### Placed standard cells

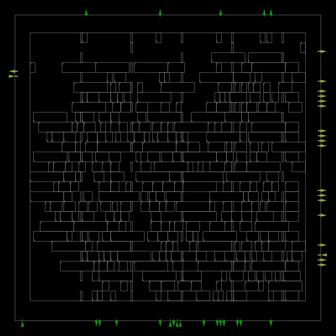
### Sizing map

Drawn at 6 px/um.
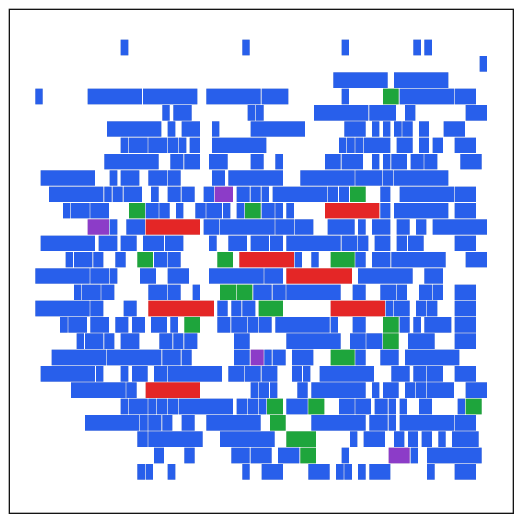
### Signal wires by layer

Drawn at 6 px/um. Two of the layers only.
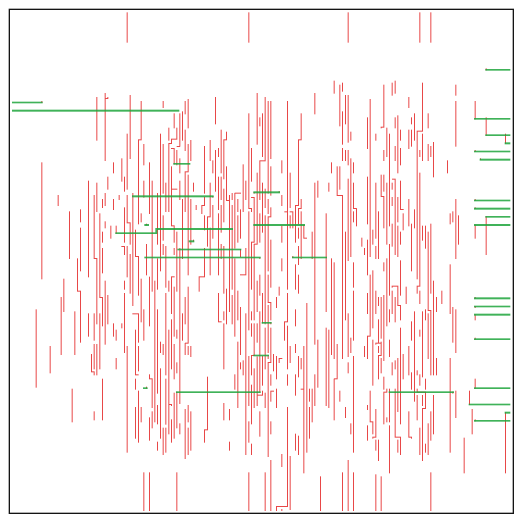
Design stopwatch_bcd, sky130hd; sources not shown.
==> flow_summary.yaml <==
# implementation run metrics
place:
  io_buffer_count: 23
  gp_congestion: 0.829
  dp.cells: 407
  dpl.hpwl_um: 4210
critical_path:
  cpPeakStageDelay_ns: 0.54
  critPathKind: "input pin to register"
  critPathMaxFanout: 4
  rrSetupSlack_ns: 0.15
  worstSetupPathDepth: 6
  start_kind: "input pin"
  cp.required_ns: 2.98
  worst_path_max_delay_cell: "or4b_4"
  crit_family: "simple AND/OR/NAND/NOR gates"
  arrival_ns: 2.87
  endpoint_kind: "register"
  cp_common_cell: "or4_4"
  cp.buffers_inverters: 1
  worst_r2r_path_depth: 5
  worstPathCellList: "clkdlybuf4s50_1 > or4b_4 > or4_4 > or4_4 > or4_1 > a21oi_1"
synthesis:
  ys_warn_count: 0
  yosysSeqAreaShare: 0.418
  synth-edff-count: 0
  ys_ff: 47
  yosys_cells: 309
  flop_cell: "dfrtp_1"
  ys_chip_area_um2: 2810
  synth-async-reset-ratio: 1.00
  synthCells: 309
  ys_types: 45
  yosys.area.top_type_share: 0.418
  topCellsByArea: "dfrtp_1 42%, buf_4 4.3%, ha_1 4.0%"
  synth_area_um2: 2810
drt:
  wl_met2_um: 3000
  post-route-drc-count: 0
  antenna_left: 0
  dr.pass1.iters: 4
  wl_met3_um: 232
  viasPerCell: 5.74
  met1Wirelength_um: 2690
  top_layer_used: "met4"
  drtIter0Drc: 116
final_layout:
  comb_area_um2: 1510
  flop_area_um2: 1180
  drive_gt1_frac: 0.0901
  fillers: 475
  final_cell_mix: "47 x dfrtp_1, 29 x nor2_1, 22 x clkdlybuf4s50_1"
  lay_top_count: "dfrtp_1"
  finalNetCount: 358
  diodes: 0
  largest_reg_flops: 26
min_path:
  min_path_type: "register to register"
final_timing:
  period_used_share: 0.961
  drv_slew: 0
  hold_viol: 0
  slew_headroom: 0.611
  finalCriticalPeriod_ns: 2.81
  worstMarginPinSlew_ns: 0.577
  grt_setup_unrepaired: "no"
  timing.hold.ws_ns: 0.337
floorplan:
  rows: 27
  die_area_um2: 7020
  die_x_um: 83.8
  fp-utilization: 0.508
  coreArea_um2: 5540
  die_h_um: 83.8
cts:
  clkTransAtPathRegs_ns: 0.06
  clk-insertion-delay-late_ns: 0.28
  cts_root_buf: "clkbuf_16"
  tritoncts: "yes"
  htreeDepth: 2
  clockBufferDepth: 2
  numClockSinks: 47
  cts_made_buffers: 5
pwr:
  p_sw_uw: 305
  combPwrFrac: 0.061
  vdd_drop_max_mv: 0.313
  leakagePower_nw: 1.34
  pwr-share-clk: 0.494
  p_sw_frac: 0.207
  p_seq_frac: 0.446
grt:
  grt_pass1_wl_um: 10300
  grt_max_degree: 48
  antenna_found_initial: 0
  grt_overflow_total: 0
  grt_pass1_vias: 2279
flow_run:
  cap_viol_max_count: 0
  warning_count: 31
run_status:
  status: "completed"
Notes on 'Placed standard cells' above:
Non-Filler Instances: 416
fraction of area in registers: 0.351
FF+latch count: 47

Notes on 'Sizing map' above:
[blue] x1 and smaller | cells: 313 | most used: dfrtp_1
[green] x3 and x4 | cells: 20 | most used: buf_4
[red] x6 and larger | cells: 7 | most used: clkbuf_16
[purple] x2 | cells: 4 | most used: or4b_2
Area Overhead vs Synth: 19.2%
Signal buffers: 38
Design Area, Final: 3350 um^2
post-route setup slack: 0.113 ns

Notes on 'Signal wires by layer' above:
[green] M3 | wire length: 233 um
[red] M2 | wire length: 3000 um
routed length per instance: 14.4 um
Vias: 2386
Overall Global Routing Usage: 0.174
routed wire length: 5990 um

-- metal layers --
layer	GRT usage	vias up
met3	0.0316	7
met1	0.220	1167
met2	0.299	43
met4	0.0585	0
li1	-	1169
met5	0	-
-- stage by stage --
step	setup slack, ns	TNS (ns)	cell area, um^2	utilization	total power, mW
after global placement	-0.186	-1.63	3130	0.565	0.755
after CTS	0.0178	0	3320	0.600	1.49
final	0.113	0	3350	0.605	1.47
after detailed placement	-0.266	-2.67	3130	0.565	0.756
after floorplan	0.136	0	2870	-	0.732
after global routing	0.0349	0	3350	0.605	1.53
-- layout make-up --
type                    instances  share of cell area
well taps                      72              0.0269
inverters                      10              0.0112
clock buffers                   5              0.0373
multi-input cells             241               0.451
clock inverters                 3              0.0202
flip-flops and latches         47               0.351
repair buffers                 38               0.102
-- power groups by stage --
stage	combinational (mW)	sequential, mW	clock, mW
finish	0.0892	0.657	0.728
CTS	0.0878	0.656	0.746
global placement	0.0863	0.669	0
floorplan	0.0618	0.670	0
global route	0.0992	0.657	0.772
detailed placement	0.0877	0.669	0
-- cell families after synthesis --
| group | share of synthesized area |
|---|---|
| flops | 0.418 |
| buf+inv | 0.0698 |
| other cells | 0.00133 |
| fa+ha+maj | 0.0400 |
| mux | 0.00712 |
| compound gates | 0.114 |
| simple gates | 0.294 |
| xor+xnor | 0.0560 |
-- what timing repair did --
action	4_1_cts	5_1_grt
resized	0	5
setup endpoints to repair	0	7
hold buffers	0	1
hold endpoints to repair	0	47
buffers inserted	0	0
-- synth_stat cells, drive strengths merged, types with 3 or more instances --
library cell	number
inv	10
or3	10
nand3b	7
xor2	8
nand3	10
dfrtp	47
and4	5
and3	5
o21ai	20
nor3	4
nand2	21
ha	9
nor4b	4
nor4	7
clkbuf	9
xnor2	10
nor2	29
nand4	12
buf	17
or4	12
or4b	3
a21oi	18
Power figures rest on the tool's default switching activity, not on a simulated workload.
